<file path="config.mk">
export PLATFORM = sky130hd
export DESIGN_NAME = key_conditioner
export DESIGN_NICKNAME = d
export VERILOG_FILES = /design/src/rtl/key_conditioner.sv
export SDC_FILE = /design/constraint.sdc
export NUM_CORES = 1
export LEC_CHECK = 0
export CORE_MARGIN = 4
export CORE_UTILIZATION = 53
export DETAILED_ROUTE_END_ITERATION = 10
export GPL_TIMING_DRIVEN = 0
export HOLD_SLACK_MARGIN = 0.15
export MAX_ROUTING_LAYER = met4
export PLACE_DENSITY = 0.75
export SYNTH_ARGS = -nofsm -noshare
export SYNTH_HDL_FRONTEND = slang
export SYNTH_SLANG_ARGS = --single-unit
</file>
<file path="constraint.sdc">
create_clock -name clock -period 2.05 [get_ports clock]
set_input_delay 0.5125 -clock clock [delete_from_list [all_inputs] [get_ports clock]]
set_output_delay 0.5125 -clock clock [all_outputs]
set_load 0.03 [all_outputs]
</file>
<file path="src/rtl/key_conditioner.sv">
// Push-button front end: 2-flop sync, debounce, multi-key reject, one-hot press pulse.
// Define KEY_REPEAT_EN to emit auto-repeat pulses while a single key stays held.
module key_conditioner #(
    parameter int DEBOUNCE_CYCLES = 1000000,
    parameter int REPEAT_CYCLES   = 25000000
) (
    input  logic       clock,
    input  logic       reset,
    input  logic [3:0] keyRaw,
    output logic [3:0] key,
    output logic       busy
);

    localparam int MAX_CYCLES =
        (DEBOUNCE_CYCLES > REPEAT_CYCLES) ? DEBOUNCE_CYCLES : REPEAT_CYCLES;
    localparam int CW = $clog2(MAX_CYCLES);

    localparam logic [CW-1:0] DB_LAST = CW'(DEBOUNCE_CYCLES - 1);
`ifdef KEY_REPEAT_EN
    localparam logic [CW-1:0] RPT_LAST = CW'(REPEAT_CYCLES - 1);
`endif

    localparam logic [1:0] S_IDLE       = 2'd0;
    localparam logic [1:0] S_PRESS_DB   = 2'd1;
    localparam logic [1:0] S_HELD       = 2'd2;
    localparam logic [1:0] S_RELEASE_DB = 2'd3;

    logic [3:0]    sync1_q, sync1_d;
    logic [3:0]    sync2_q, sync2_d;
    logic [1:0]    state_q, state_d;
    logic [3:0]    latch_q, latch_d;
    logic [CW-1:0] count_q, count_d;
    logic [3:0]    key_q, key_d;
    logic          busy_q, busy_d;

    logic [3:0] key_sync;
    logic       key_onehot;

    // Raw buttons are active-low; both stages rest at "released".
    always_comb begin
        sync1_d = keyRaw;
        sync2_d = sync1_q;
    end

    assign key_sync   = ~sync2_q;
    assign key_onehot = (|key_sync) && ~(|(key_sync & (key_sync - 4'd1)));

    always_comb begin
        state_d = state_q;
        latch_d = latch_q;
        count_d = count_q + CW'(1);
        key_d   = 4'b0000;
        unique case (state_q)
            S_IDLE: begin
                count_d = '0;
                if (key_onehot) begin
                    latch_d = key_sync;
                    state_d = S_PRESS_DB;
                end
            end
            S_PRESS_DB: begin
                if (key_sync != latch_q) begin
                    state_d = S_IDLE;
                    count_d = '0;
                end else if (count_q == DB_LAST) begin
                    key_d   = latch_q;
                    state_d = S_HELD;
                    count_d = '0;
                end
            end
            S_HELD: begin
                if (key_sync == 4'b0000) begin
                    state_d = S_RELEASE_DB;
                    count_d = '0;
                end else begin
`ifdef KEY_REPEAT_EN
                    // Extra keys freeze the repeat timer at zero.
                    if (key_sync != latch_q) begin
                        count_d = '0;
                    end else if (count_q == RPT_LAST) begin
                        key_d   = latch_q;
                        count_d = '0;
                    end
`else
                    count_d = '0;
`endif
                end
            end
            S_RELEASE_DB: begin
                if (key_sync != 4'b0000) begin
                    state_d = S_HELD;
                    count_d = '0;
                end else if (count_q == DB_LAST) begin
                    state_d = S_IDLE;
                    count_d = '0;
                end
            end
            default: begin
                state_d = S_IDLE;
                count_d = '0;
            end
        endcase
        busy_d = (state_d != S_IDLE);
    end

    always_ff @(posedge clock or negedge reset) begin
        if (!reset) begin
            sync1_q <= 4'b1111;
            sync2_q <= 4'b1111;
            state_q <= S_IDLE;
            latch_q <= 4'b0000;
            count_q <= '0;
            key_q   <= 4'b0000;
            busy_q  <= 1'b0;
        end else begin
            sync1_q <= sync1_d;
            sync2_q <= sync2_d;
            state_q <= state_d;
            latch_q <= latch_d;
            count_q <= count_d;
            key_q   <= key_d;
            busy_q  <= busy_d;
        end
    end

    assign key  = key_q;
    assign busy = busy_q;

endmodule
</file>
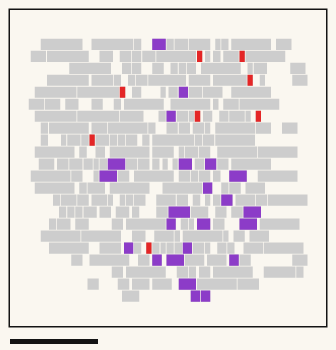
Figure 1: gate-type map.
Scale bar: 20 um.
AND and OR gates: shown in purple, cells 23, most used or4_4. inverters: shown in red, cells 8, most used inv_1.
Comb/total area: 39.5%
dominant logic cell type in the layout: dfrtp_1
Final Instance Count excl. Fillers: 296

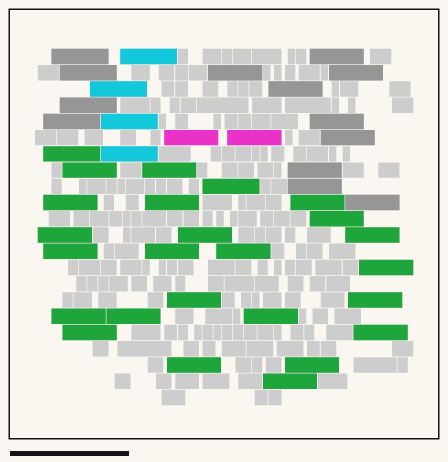
Figure 2: register map, names as in the netlist.
Scale bar: 20 um. Other sequential cells in the stronger grey, the rest of the logic in the fainter grey.
`sync2_q`: shown in cyan, flops 4, where north-west. `count_q`: shown in green, flops 25. `state_q`: shown in magenta, flops 2.
Another 13 sequential cells are not coloured.
sequential group power: 929 uW
fraction of area in registers: 40.9%
Final Core Density: 71.6%
Sequential Area: 1110 um2

==> run_results.csv <==
group,metric,value,unit
floorplanning,nWellTaps,48,
global_route,gr-total-overflow,0,
setup_path,cp.arrival,2.29,ns
setup_path,path_cells,"nand3_1 > or4_4 > buf_6 > or4_4 > a211oi_2",
layout,area_growth_syn_to_layout,26.5,%
drt,drtIter0Drc,228,
clock_tree,cts_tree,"yes",
power_and_ir_drop,p_int,1230,uW
drt,via_per_inst,6.38,
yosys,yosysTopAreaCell,"dfrtp_1",
setup_path,crit_path_frequent_cell,"or4_4",
yosys,synthAdderAreaFrac,0.582,%
flow_run,warnings,28,
floorplanning,chip_area,5140,um2
power_and_ir_drop,peakVddDrop,0.000465,V
layout,largest_cell_class,"flip-flops and latches",
clock_tree,holdBufCountCts,1,
placed_design,place_congestion,0.911,
final_timing,period_used_share,100,%
global_route,grt_pass1_vias,1720,
power_and_ir_drop,p_comb,142,uW
yosys,ys_chip_area,2150,um2
global_route,grt_first_pass_wirelength,8690,um
status,violations,"negative setup slack",
yosys,yosys_cells,210,
global_route,met1_usage,28.0,%
drt,wl_met2,2690,um
layout,drive_above_1_share,30.6,%
setup_path,crit_path_end,"count_q[20]",
final_timing,fin_skew,0.00829,ns
layout,buffers_excl_clock,42,
setup_path,start_kind,"flip-flop",
yosys,synth.most_common_cell,"dfrtp_1",
min_path,whs_endpoint,"sync2_q[1]",
placed_design,io_buffers,10,
clock_tree,clk_path_buf_depth,2,
yosys,synthAoiAreaFrac,13.3,%
layout,nonClkBufAreaFrac,12.7,%
placed_design,place_area,2330,um2
global_route,met2_usage,36.6,%
setup_path,crit-reg2reg-capture,"count_q[20]",
setup_path,r2r_cells,5,
final_timing,rsz0062_at_grt,"true",
clock_tree,h-tree-depth,2,
final_timing,layout_setup_ws,-0.000893,ns
setup_path,critical_path_depth,5,
yosys,ys_seq_share,51.7,%
layout,regMostFlops,"count_q",
drt,wl_met1,2240,um
layout,final_cell_mix,"dfrtp_1 (34), buf_4 (21), nor3_1 (14)",
floorplanning,rows,22,
final_timing,fin_hold_ws,0.359,ns
clock_tree,postCtsSetupRepairBufs,14,
global_route,grt-busiest-layer,"met2",
min_path,holdCritPathClass,"reg2reg",
drt,topRoutingLayerUsed,"met4",
setup_path,critPathTopFamily,"simple AND/OR/NAND/NOR gates",
status,outcome,"finished, violations left",
clock_tree,cts_resized,18,
layout,final_nets,254,
clock_tree,clock_sinks,44,
drt,drcViolationCount,0,
final_timing,setup_viol,1,
yosys,topCellsByArea,"dfrtp_1 (42%), dfstp_2 (9.8%), xnor2_1 (4.5%)",
drt,dr_wl_met3,322,um
final_timing,relSlewSlack,64.5,%
global_route,grtUsageMet3,4.91,%
setup_path,cpPeakStageDelay,0.58,ns
final_timing,maxSlewViolCount,0,
placed_design,dp_slack,-0.477,ns
power_and_ir_drop,combPwrFrac,8.5,%
layout,post-route-cell-area,2720,um2
setup_path,cp_slowest_cell,"or4_4",
yosys,synthFlopType,"dfrtp_1",
power_and_ir_drop,swShare,25.8,%
clock_tree,cts-root-buf,"clkbuf_8",
drt,vias,1888,
clock_tree,clk_pin_slew,0.09,ns
flow_run,max_cap_violations,0,
power_and_ir_drop,p_clk,590,uW
power_and_ir_drop,power.total,1660,uW
final_timing,period_minus_slack,2.05,ns
floorplanning,ioPinCount,11,
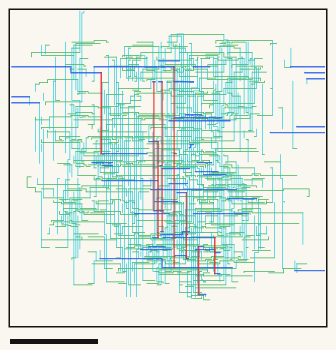
Figure 3: routed metal, one colour a layer.
Scale bar: 20 um.
met2: shown in cyan, wire length 2,690 um. met4: shown in red, wire length 182 um. met3: shown in blue, wire length 323 um. met1: shown in green, wire length 2,240 um.
GRT Overall Usage: 22.9%
Post-Route WL: 5430 um
Avg WL per Cell: 18.4 um

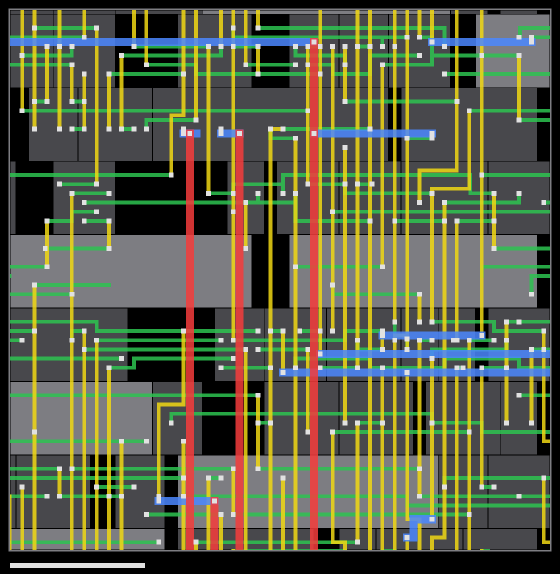
Figure 4: layout detail.
Scale bar: 5 um. Region (26, 40) to (46, 60) um. Cells in grey, sequential cells in the stronger grey; small squares are vias.
met4: shown in red. met2: shown in yellow. met3: shown in blue. met1: shown in green.
Netlist names of flops here include `count_q` (2), `state_q` (2). Most frequent: buf_4 (5), a21oi_1 (3), dfrtp_1 (3). 35 logic cells have their middle in the window. Sequential cells in the window: 4.

Power figures rest on the tool's default switching activity, not on a simulated workload.
